==> config.mk <==
export PLATFORM = sky130hd
export DESIGN_NAME = cache_refill_ctrl
export DESIGN_NICKNAME = d
export VERILOG_FILES = /design/src/rtl/cache_refill_ctrl.sv
export SDC_FILE = /design/constraint.sdc
export NUM_CORES = 1
export LEC_CHECK = 0
export CAP_MARGIN = 20
export CORE_UTILIZATION = 37
export DETAILED_ROUTE_END_ITERATION = 8
export GPL_TIMING_DRIVEN = 1
export PLACE_DENSITY = 0.82
export SYNTH_ARGS = -nofsm -noshare
export SYNTH_HDL_FRONTEND = slang
export SYNTH_SLANG_ARGS = --single-unit
==> constraint.sdc <==
create_clock -name clk -period 2 [get_ports clk]
set_clock_uncertainty 0.2 [all_clocks]
set_input_delay 0.2 -clock clk [delete_from_list [all_inputs] [get_ports clk]]
set_output_delay 0.2 -clock clk [all_outputs]
set_load 0.02 [all_outputs]
met1.png
Bar = 20 um. Supply wires on this layer in gray.
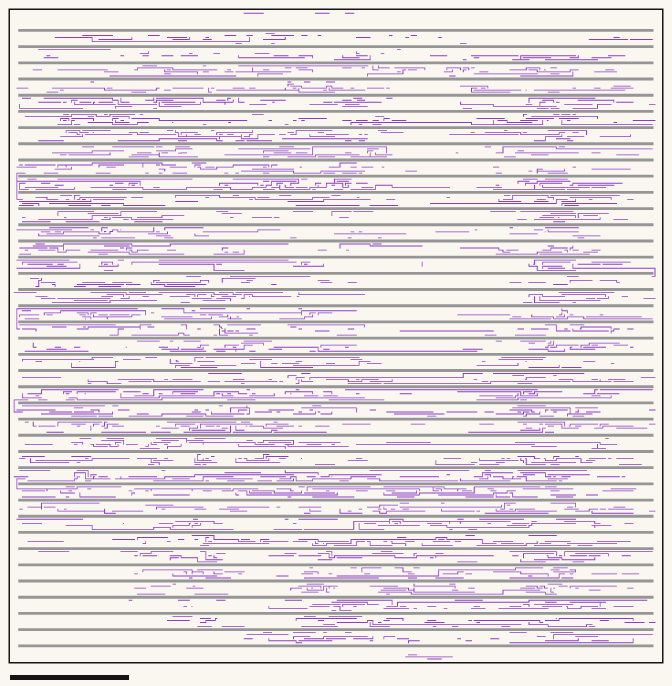
The wires run mostly horizontal. The longest straight run is 34.0 um. The layer carries 6450 um of wire.
total routed wirelength: 17.21 mm
met1 global-route usage: 26.94%
routed via count: 4812

met2.png
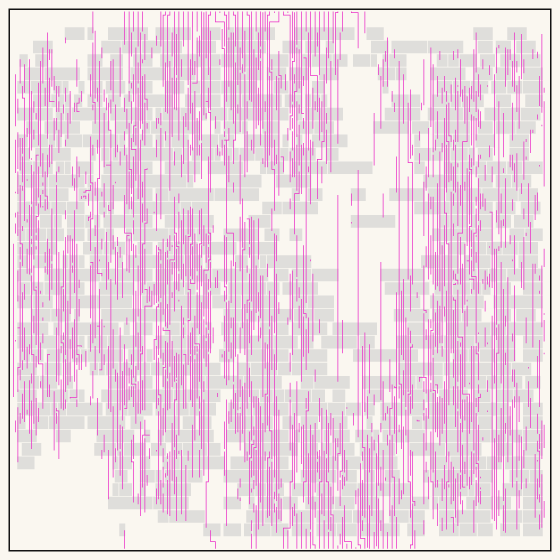
The layer holds 53% of the routed length. The longest straight run is 65.5 um. The wires run mostly vertical.
GR Layer Usage met2: 46.72%

met3.png
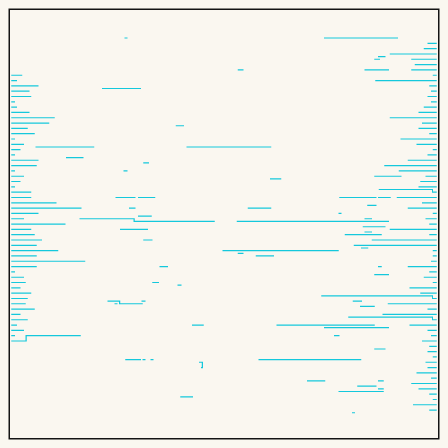
The layer carries 1050 um of wire. 156 nets have wire on it. The wires run mostly horizontal.
M3 GR Usage: 4.386%

==> results.ini <==
[timing]
setup_viol_count_final=168
relSlewSlack_pct=61.13
maxSlewViolCount=0
fin_ws_ns=-0.2381
worstMarginPinSlew_ns=0.5818
final_hold_viol_count=0

[status]
violations=negative setup slack
status=finished, violations left

[synthesis]
synth_area_per_cell_um2=7.994
ys_seq_share_pct=38.39
synthSimpleGateAreaFrac_pct=38.27
synth_cell_type_count=37
ys_sh_adder_pct=0.5851

[power]
p_leak_nw=3.508
sw_frac_of_total_pct=33.78
p_total_mw=5.741

[grt]
grt_pass1_wl_mm=22.45
grt_antenna_before_repair=0

[finish]
nonClkBufAreaFrac_pct=37.95
seq_cell_count=82
buffers=275
lay_top_cells=buf_6 (131), nand2_1 (101), and2_4 (87)
seq_area_share_pct=20.30

[setup_path]
crit_type=flip-flop to output pin
path_cells=nor2b_4, and2_4, or2_4, buf_12, buf_12, and2_2, buf_2
crit_path_top_delay_cell=dfxtp_2
startpoint_type=flip-flop

[detailed_routing]
drc=0
first_pass_iters=6
wl_met1_mm=6.447

[cts]
clkLatencyLatePin_ns=0.33
clockBufferDepth=2
hold_buffers=0

[die]
io_pins=203
fp_util_pct=38.77

[through the flow]
stage          worst slack (ns)  util (%)  hold WS, ns  setup TNS [ns]
3_5_place_dp            -0.2813     60.67       0.2428          -29.78
6_report                -0.2381     73.71      0.06678          -20.88
4_1_cts                 -0.2169     64.62      0.06295          -16.33
2_1_floorplan          -0.02663         -       0.1360          -1.598
5_1_grt                 -0.2876     73.71      0.06844          -29.64
3_3_place_gp            -0.2407     60.67       0.2408          -22.34
[Yosys cell counts]
cell type / n / share of area (%)
a211o_2: 1 / 0.23
nor2_1: 18 / 1.6
nand2b_1: 34 / 5.0
ha_1: 2 / 0.59
buf_6: 3 / 0.79
nor4_1: 2 / 0.29
a2111oi_0: 2 / 0.41
xnor2_1: 3 / 0.61
o21bai_1: 1 / 0.18
buf_2: 1 / 0.12
buf_4: 2 / 0.35
o211ai_4: 1 / 0.50
xor2_1: 12 / 2.5
nand3b_1: 2 / 0.35
a311oi_1: 1 / 0.20
inv_1: 4 / 0.35
or4b_1: 1 / 0.23
and3_1: 32 / 4.7
nor2b_1: 3 / 0.44
or2_2: 1 / 0.15
a21o_1: 2 / 0.35
conb_1: 1 / 0.088
nand3_1: 6 / 0.70
and2_1: 98 / 14
mux2_2: 2 / 0.53
nand4_1: 4 / 0.59
nand2_1: 103 / 9.0
a211oi_1: 1 / 0.18
o31ai_1: 1 / 0.18
dfxtp_1: 82 / 38
and4_1: 1 / 0.20
clkbuf_1: 35 / 3.1
nor3_1: 3 / 0.35
nor3b_1: 2 / 0.35
a2111oi_2: 2 / 0.70
mux2i_1: 32 / 7.5
a21oi_1: 34 / 4.0
[what timing repair did]
item / in CTS / in global routing
setup buffers: 17 / 11
hold endpoints to repair: 0 / 0
pin swaps: 15 / 25
gates resized: 649 / 277
endpoints found under the setup margin: 165 / 166
gates cloned: 9 / 7
